File: src/rtl/dsm_sample_scheduler_pkg.sv
// Shared types and constants for the DSM sample scheduler: FSM states,
// rate codes, nominal sample periods and the period classifier.
package dsm_sched_pkg;

    typedef enum logic [1:0] {IDLE, FILL, RUN} sched_state_e;

    typedef enum logic [1:0] {
        RATE_1X   = 2'd0,
        RATE_2X   = 2'd1,
        RATE_4X   = 2'd2,
        RATE_NONE = 2'd3
    } rate_code_e;

    localparam int PER_1X       = 1024;
    localparam int PER_2X       = 512;
    localparam int PER_4X       = 256;
    localparam int SCHED_DATA_W = 32;

    typedef struct packed {
        logic [SCHED_DATA_W-1:0] l;
        logic [SCHED_DATA_W-1:0] r;
    } stereo_frame_t;

    // Windows are inclusive on both ends.
    function automatic rate_code_e classify(input logic [10:0] p, input int tol);
        int pi;
        pi = {21'd0, p};
        if (pi >= PER_1X - tol && pi <= PER_1X + tol) return RATE_1X;
        if (pi >= PER_2X - tol && pi <= PER_2X + tol) return RATE_2X;
        if (pi >= PER_4X - tol && pi <= PER_4X + tol) return RATE_4X;
        return RATE_NONE;
    endfunction

endpackage

File: src/rtl/dsm_sample_scheduler_frame_fifo.sv
// Stereo frame FIFO with synchronous flush. On a simultaneous push/pop into a
// full FIFO the pop frees the slot first, so the push is accepted.
module stereo_frame_fifo #(
    parameter int W     = 64,
    parameter int DEPTH = 4
) (
    input  logic                     clk,
    input  logic                     rst,
    input  logic                     flush_i,
    input  logic                     push_i,
    input  logic [W-1:0]             din_i,
    input  logic                     pop_i,
    output logic [W-1:0]             dout_o,
    output logic [$clog2(DEPTH):0]   count_o,
    output logic                     empty_o,
    output logic                     drop_o
);
    localparam int AW = $clog2(DEPTH);
    localparam int CW = AW + 1;

    logic [W-1:0]  mem_q [DEPTH];
    logic [AW-1:0] wr_q, rd_q;
    logic [CW-1:0] cnt_q;
    logic          pop_ok, push_ok;

    assign empty_o = (cnt_q == '0);
    assign pop_ok  = pop_i && !empty_o;
    assign push_ok = push_i && (cnt_q != CW'(DEPTH) || pop_ok);
    assign drop_o  = push_i && !push_ok && !flush_i;
    assign dout_o  = mem_q[rd_q];
    assign count_o = cnt_q;

    always_ff @(posedge clk) begin
        if (rst || flush_i) begin
            wr_q  <= '0;
            rd_q  <= '0;
            cnt_q <= '0;
        end else begin
            if (push_ok) wr_q <= wr_q + AW'(1);
            if (pop_ok)  rd_q <= rd_q + AW'(1);
            cnt_q <= cnt_q + CW'(push_ok) - CW'(pop_ok);
        end
    end

    always_ff @(posedge clk) begin
        if (push_ok && !flush_i) mem_q[wr_q] <= din_i;
    end

endmodule

File: src/rtl/dsm_sample_scheduler.sv
// I2S-to-DSM sample scheduler: rate lock, L/R framing, frame FIFO and req/ack
// serving. Define SCHED_HOLD_LAST_EN to repeat the last frame on underrun.
module dsm_sample_scheduler
    import dsm_sched_pkg::*;
#(
    parameter int DATA_W     = 32,
    parameter int FIFO_DEPTH = 4,
    parameter int LOCK_CNT   = 4,
    parameter int TOL        = 8
) (
    input  logic              clk,
    input  logic              rst,
    input  logic [DATA_W-1:0] data_l_i,
    input  logic              data_l_stb_i,
    input  logic [DATA_W-1:0] data_r_i,
    input  logic              data_r_stb_i,
    input  logic              dsd_mode_i,
    input  logic              sample_req_i,
    output logic              sample_ack_o,
    output logic [DATA_W-1:0] out_l_o,
    output logic [DATA_W-1:0] out_r_o,
    output logic [1:0]        rate_code_o,
    output logic              locked_o,
    output logic              mute_o,
    output logic              underrun_o,
    output logic              overflow_o
);
    localparam int LCW = $clog2(LOCK_CNT + 1);
    localparam int FW  = 2 * DATA_W;
    localparam int CW  = $clog2(FIFO_DEPTH) + 1;

    logic              started_q, started_d;
    logic [10:0]       per_cnt_q, per_cnt_d;
    rate_code_e        prev_code_q, prev_code_d, meas_code, rate_q, rate_d;
    logic [LCW-1:0]    lock_cnt_q, lock_cnt_d;
    logic              locked_q, locked_d;

    sched_state_e      state_q, state_d;
    logic              pend_q;
    logic [DATA_W-1:0] held_l_q;
    logic              ack_q, underrun_q, overflow_q, mute_q;
    logic [FW-1:0]     out_q, hold_frame, ack_frame;

    logic [FW-1:0]     fifo_dout;
    logic [CW-1:0]     fifo_count;
    logic              fifo_empty, fifo_drop, fifo_push, fifo_pop, fifo_flush;
    logic              force_idle, run_req, underrun;

    assign meas_code = classify(per_cnt_q, TOL);

    always_comb begin
        started_d   = started_q;
        per_cnt_d   = (per_cnt_q == 11'h7FF) ? per_cnt_q : per_cnt_q + 11'd1;
        prev_code_d = prev_code_q;
        lock_cnt_d  = lock_cnt_q;
        locked_d    = locked_q;
        rate_d      = rate_q;
        if (data_l_stb_i) begin
            per_cnt_d = '0;
            started_d = 1'b1;
            if (started_q) begin
                prev_code_d = meas_code;
                if (meas_code != RATE_NONE && meas_code == prev_code_q) begin
                    lock_cnt_d = (lock_cnt_q >= LCW'(LOCK_CNT)) ? lock_cnt_q : lock_cnt_q + LCW'(1);
                    if (lock_cnt_d >= LCW'(LOCK_CNT)) begin
                        locked_d = 1'b1;
                        rate_d   = meas_code;
                    end
                end else begin
                    locked_d   = 1'b0;
                    rate_d     = RATE_NONE;
                    lock_cnt_d = (meas_code != RATE_NONE) ? LCW'(1) : '0;
                end
            end
        end else if (started_q && per_cnt_q == 11'h7FF) begin
            // Strobes stopped: drop lock and forget the last class.
            locked_d    = 1'b0;
            rate_d      = RATE_NONE;
            lock_cnt_d  = '0;
            prev_code_d = RATE_NONE;
        end
    end

    always_ff @(posedge clk) begin
        if (rst) begin
            started_q   <= 1'b0;
            per_cnt_q   <= '0;
            prev_code_q <= RATE_NONE;
            lock_cnt_q  <= '0;
            locked_q    <= 1'b0;
            rate_q      <= RATE_NONE;
        end else begin
            started_q   <= started_d;
            per_cnt_q   <= per_cnt_d;
            prev_code_q <= prev_code_d;
            lock_cnt_q  <= lock_cnt_d;
            locked_q    <= locked_d;
            rate_q      <= rate_d;
        end
    end

    assign force_idle = !locked_q || dsd_mode_i;
    assign fifo_flush = force_idle || state_q == IDLE;
    assign fifo_push  = data_r_stb_i && pend_q;
    assign run_req    = sample_req_i && state_q == RUN;
    assign underrun   = run_req && fifo_empty;
    assign fifo_pop   = run_req && !fifo_empty;

    always_comb begin
        state_d = state_q;
        if (force_idle) begin
            state_d = IDLE;
        end else begin
            unique case (state_q)
                IDLE:    state_d = FILL;
                FILL:    if (fifo_count >= CW'(FIFO_DEPTH / 2)) state_d = RUN;
                RUN:     if (underrun) state_d = FILL;
                default: state_d = IDLE;
            endcase
        end
    end

    stereo_frame_fifo #(.W(FW), .DEPTH(FIFO_DEPTH)) u_fifo (
        .clk     (clk),
        .rst     (rst),
        .flush_i (fifo_flush),
        .push_i  (fifo_push),
        .din_i   ({held_l_q, data_r_i}),
        .pop_i   (fifo_pop),
        .dout_o  (fifo_dout),
        .count_o (fifo_count),
        .empty_o (fifo_empty),
        .drop_o  (fifo_drop)
    );

`ifdef SCHED_HOLD_LAST_EN
    logic [FW-1:0] last_q;
    always_ff @(posedge clk) begin
        if (rst || state_d == IDLE) last_q <= '0;
        else if (fifo_pop)          last_q <= fifo_dout;
    end
    assign hold_frame = last_q;
`else
    assign hold_frame = '0;
`endif

    assign ack_frame = fifo_pop ? fifo_dout : (underrun ? hold_frame : '0);

    always_ff @(posedge clk) begin
        if (rst) begin
            state_q    <= IDLE;
            pend_q     <= 1'b0;
            held_l_q   <= '0;
            ack_q      <= 1'b0;
            out_q      <= '0;
            underrun_q <= 1'b0;
            overflow_q <= 1'b0;
            mute_q     <= 1'b1;
        end else begin
            state_q    <= state_d;
            // A same-cycle L strobe re-arms pending after the R strobe paired.
            if (data_l_stb_i) begin
                held_l_q <= data_l_i;
                pend_q   <= 1'b1;
            end else if (fifo_push) begin
                pend_q   <= 1'b0;
            end
            ack_q      <= sample_req_i;
            if (sample_req_i) out_q <= ack_frame;
            underrun_q <= underrun;
            overflow_q <= fifo_drop;
            mute_q     <= (state_d != RUN);
        end
    end

    assign sample_ack_o = ack_q;
    assign out_l_o      = out_q[FW-1:DATA_W];
    assign out_r_o      = out_q[DATA_W-1:0];
    assign rate_code_o  = rate_q;
    assign locked_o     = locked_q;
    assign mute_o       = mute_q;
    assign underrun_o   = underrun_q;
    assign overflow_o   = overflow_q;

endmodule

File: config.mk
export PLATFORM = sky130hd
export DESIGN_NAME = dsm_sample_scheduler
export DESIGN_NICKNAME = d
export VERILOG_FILES = /design/src/rtl/dsm_sample_scheduler_pkg.sv /design/src/rtl/dsm_sample_scheduler_frame_fifo.sv /design/src/rtl/dsm_sample_scheduler.sv
export SDC_FILE = /design/constraint.sdc
export NUM_CORES = 1
export LEC_CHECK = 0
export CAP_MARGIN = 10
export CORE_UTILIZATION = 50
export CTS_CLUSTER_SIZE = 20
export DETAILED_ROUTE_END_ITERATION = 6
export PLACE_DENSITY_LB_ADDON = 0.25
export SETUP_SLACK_MARGIN = 0.1
export SYNTH_ARGS = -nofsm -noshare
export SYNTH_HDL_FRONTEND = slang
export SYNTH_HIERARCHICAL = 1
export SYNTH_SLANG_ARGS = --single-unit
File: constraint.sdc
create_clock -name clk -period 3.3 [get_ports clk]
set_input_delay 0.66 -clock clk [delete_from_list [all_inputs] [get_ports clk]]
set_output_delay 0.66 -clock clk [all_outputs]
set_load 0.01 [all_outputs]
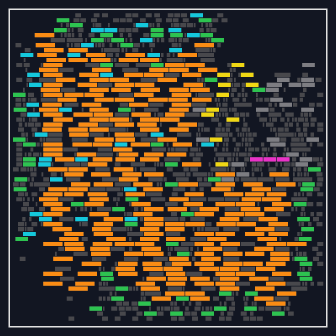
Figure 1: sequential cells grouped by signal name.
lock_cnt_q: marked magenta, placed flops 3. u_fifo/mem_q: marked orange, placed flops 256, where all over the die. out_q: marked green, placed flops 64, where all over the die. held_l_q: marked cyan, placed flops 32. per_cnt_q: marked yellow, placed flops 11.

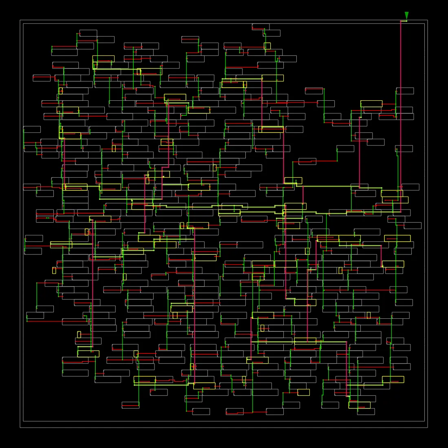
Figure 2: clock nets.
P_clk: 4.27 mW
CLK BUF: 60

==> summary.rpt <==
========================================================================================================
Fin util ..................................................................................        0.618
Post-Synthesis Net Count ..................................................................         1014
DP Wirelength .............................................................................     17000 µm
Die W .....................................................................................       173 µm
First DRT Iteration DRCs ..................................................................          528
Area fraction in full adders, half adders and majority gates ..............................      0.00994
Hold Worst Slack ..........................................................................     0.469 ns
Layout Skew ...............................................................................    0.0155 ns
Routed vias ...............................................................................         8069
Critical path's largest stage delay .......................................................      0.51 ns
Logic gate share of total power ...........................................................        0.022
Crit Reg-Reg Startpoint ................................................................... u_fifo/count_o[1]$_SDFF_PP0_
CP Capture Point .......................................................................... u_fifo/count_o[2]$_SDFF_PP0_
Post-route minimum period .................................................................      2.83 ns
Pre-CTS setup slack .......................................................................     0.316 ns
Number of port buffers ....................................................................          140
Number of hold-repair buffers added at the cts stage ......................................            0
Result of the run .........................................................................    completed
Dominant register cell in the synthesized netlist .........................................     edfxtp_1
Number of cells after detailed placement ..................................................         1427
Mux share .................................................................................        0.124
Area of the mapped netlist ................................................................   0.0146 mm²
Met3 Wirelength ...........................................................................      1400 µm
Top cells by area ......................................................................... edfxtp_1 (53%), dfxtp_1 (18%), mux4_2 (9.9%), nor2_1 (3.0%), nor2b_1 (2.9%)
Highest-power group ....................................................................... sequential cells
Dominant comb cell ........................................................................ multiplexers
Worst hold path cell count ................................................................            2
Layout Nets ...............................................................................         1165
Switching power share of the total ........................................................        0.195
Power in combinational cells ..............................................................     0.214 mW
Post-CTS clock slew at the launch and capture registers of the worst setup and hold paths .      0.06 ns
Xor and xnor area share after synthesis ...................................................      0.00420
Worst VDD drop ............................................................................     0.355 mV
Most numerous cell types in the synthesized netlist ....................................... edfxtp_1 (256), dfxtp_1 (132), nor2_1 (117)
Tool warnings .............................................................................           32
Final TNS setup ...........................................................................         0 ns
Worst rel slew slack ......................................................................        0.323
Finished Cell Area ........................................................................   0.0177 mm²
Critical Path RT ..........................................................................      3.71 ns
Reg2Reg Depth .............................................................................           13
Final GP Congestion .......................................................................        0.817
Routing layer with the top usage in global route ..........................................         met2
Dominant delay contributor by cell family on the critical path ............................ simple AND/OR/NAND/NOR gates
Via count of the first global-routing pass ................................................         8090
Overall power consumption .................................................................      9.72 mW
Number of buffers inserted by post-CTS setup repair .......................................            0
Top Layer Used ............................................................................         met4
Internal power ............................................................................      7.83 mW
Number of cell rows .......................................................................           62
Number of buffers created by CTS ..........................................................           39
GR Overflow Total .........................................................................            0
GR met3 Demand/Resource ...................................................................       0.0336
Final Non-Filler Cells ....................................................................         1499
Fraction of registers with async set/reset ................................................            0
Peak fanout along the critical path .......................................................            7
Final tally of max-slew violations ........................................................            0
Average wire per standard cell ............................................................      18.9 µm
Crit path setup slack, layout .............................................................     0.475 ns
First-pass GRT wire length ................................................................     44600 µm
Cells after Synth .........................................................................          933
Count leader, synth .......................................................................     edfxtp_1
Setup repair after global routing missed its margin .......................................           no
Post-route clock period utilization .......................................................        0.856
Met2 routing resource usage after global routing ..........................................        0.324
Reported max-cap violation count ..........................................................            0
Capture point of the worst reg-to-reg path ................................................ u_fifo/count_o[2]$_SDFF_PP0_
Core utilization before placement .........................................................        0.509
Total power per unit cell area ............................................................   548 mW/mm²
Psw .......................................................................................      1.89 mW
Area of the synthesized netlist per yosys stat ............................................   0.0146 mm²
# DRC .....................................................................................            0
Sequential power ..........................................................................      5.23 mW
Area of the core region ...................................................................   0.0287 mm²
Depth of the CTS H-tree ...................................................................            2
Worst skew pair latency ...................................................................      0.53 ns
Hold Violations, Final ....................................................................            0
Routed vias/inst ..........................................................................         5.38
Met1 Use GR ...............................................................................        0.253
Antenna diode instance count ..............................................................            0
Met1 Routed Length ........................................................................     12000 µm
Largest net degree at the start of global routing .........................................           67
Number of library cell types mapped by synthesis ..........................................           60
CTS Sinks .................................................................................          388
Cts repair resizes ........................................................................            0
Slowest-stage cell, CP ....................................................................       or4b_4
Cell Chain, Critical Path ................................................................. nor3_1 -> buf_4 -> nor4bb_4 -> or4b_4 -> nand2_2 -> ha_1 -> inv_1 -> ha_1 -> inv_1 -> fa_1 -> xnor2_1 -> xnor2_1 -> and2_1
Leakage power summed over all cells .......................................................      5.87 nW
Sequential power share ....................................................................        0.538
Arrival time of data at the critical path endpoint ........................................      3.24 ns
Number of enable-type register cells in the synthesized netlist ...........................          256
Synthesis-to-layout area growth ...........................................................        21.5%
========================================================================================================
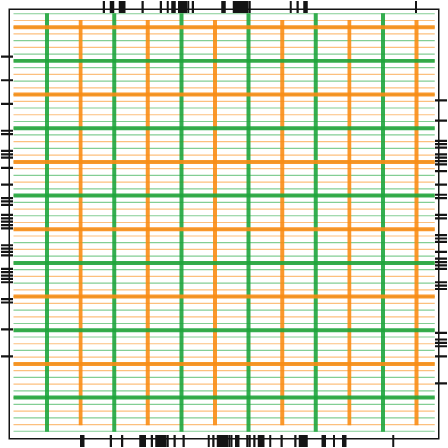
Figure 3: PDN straps and rails.
Pins as bars on the die edge.
VSS: marked green. VDD: marked orange.
12 straps on met5. 141 signal pins sit on the boundary. The core has 62 rows. 63 met1 rails follow the rows.

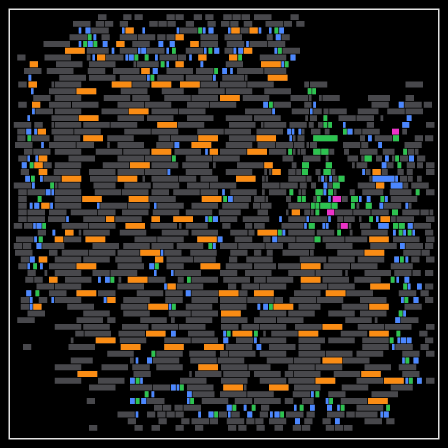
Figure 4: gate families picked out.
aoi and oai cells: marked green, cells 107, most used a21oi_1, where all over the die. nor cells: marked blue, cells 196, most used nor2_1, where all over the die. non-inverting ao/oa cells: marked magenta, cells 4, where right middle. mux cells: marked orange, cells 101, most used mux4_2, where all over the die.

cells in the final DEF, fill, tap and decap left out, drive strengths merged, types with 2 or more instances in the layout:
cell type,n
edfxtp,256
clkdlybuf4s50,137
dfxtp,132
nor2,117
a21oi,79
nor2b,69
mux4,64
clkbuf,60
mux2i,36
buf,21
nand2,19
inv,15
ha,10
and2,9
clkinv,8
nor3,7
o21ai,7
and3,5
xnor2,4
o21bai,4
nand4,4
a211oi,4
or3,4
nand2b,3
nand3,3
xor2,3
a41oi,2
or2,2
or2b,2
a21boi,2
o41ai,2
bufinv,2
and4,2
a2111oi,2
worst register-to-register path, cell delays in order, from the launching register on:
cell      delay (ns)
dfxtp_1         0.38
nor3_1          0.21
buf_4           0.16
nor4bb_4        0.05
or4b_4          0.51
nand2_2         0.15
ha_1            0.24
inv_1           0.05
ha_1            0.13
inv_1           0.05
fa_1            0.37
xnor2_1         0.15
xnor2_1         0.13
and2_1          0.15
area by class of cell:
type	instances	area, µm²	share of cell area
Clock buffer	60	1130	0.0636
Clock inverter	12	123	0.00692
Inverter	14	52.6	0.00296
Multi-Input combinational cell	483	3990	0.225
Sequential cell	388	10300	0.583
Tap cell	384	480	0.0271
Timing Repair Buffer	158	1620	0.0916
state kept, by name, indices dropped and copies added, names as in the netlist, named ones only:
register and flops:
u_fifo/mem_q 256, out_q 64, held_l_q 32, per_cnt_q 11, lock_cnt_q 3, u_fifo/count_o 3, prev_code_q 2, rate_code_o 2
state_q 2, u_fifo/rd_q 2, u_fifo/wr_q 2, locked_o 1, mute_o 1, overflow_o 1, pend_q 1, sample_ack_o 1
started_q 1, underrun_o 1
Power figures rest on the tool's default switching activity, not on a simulated workload.
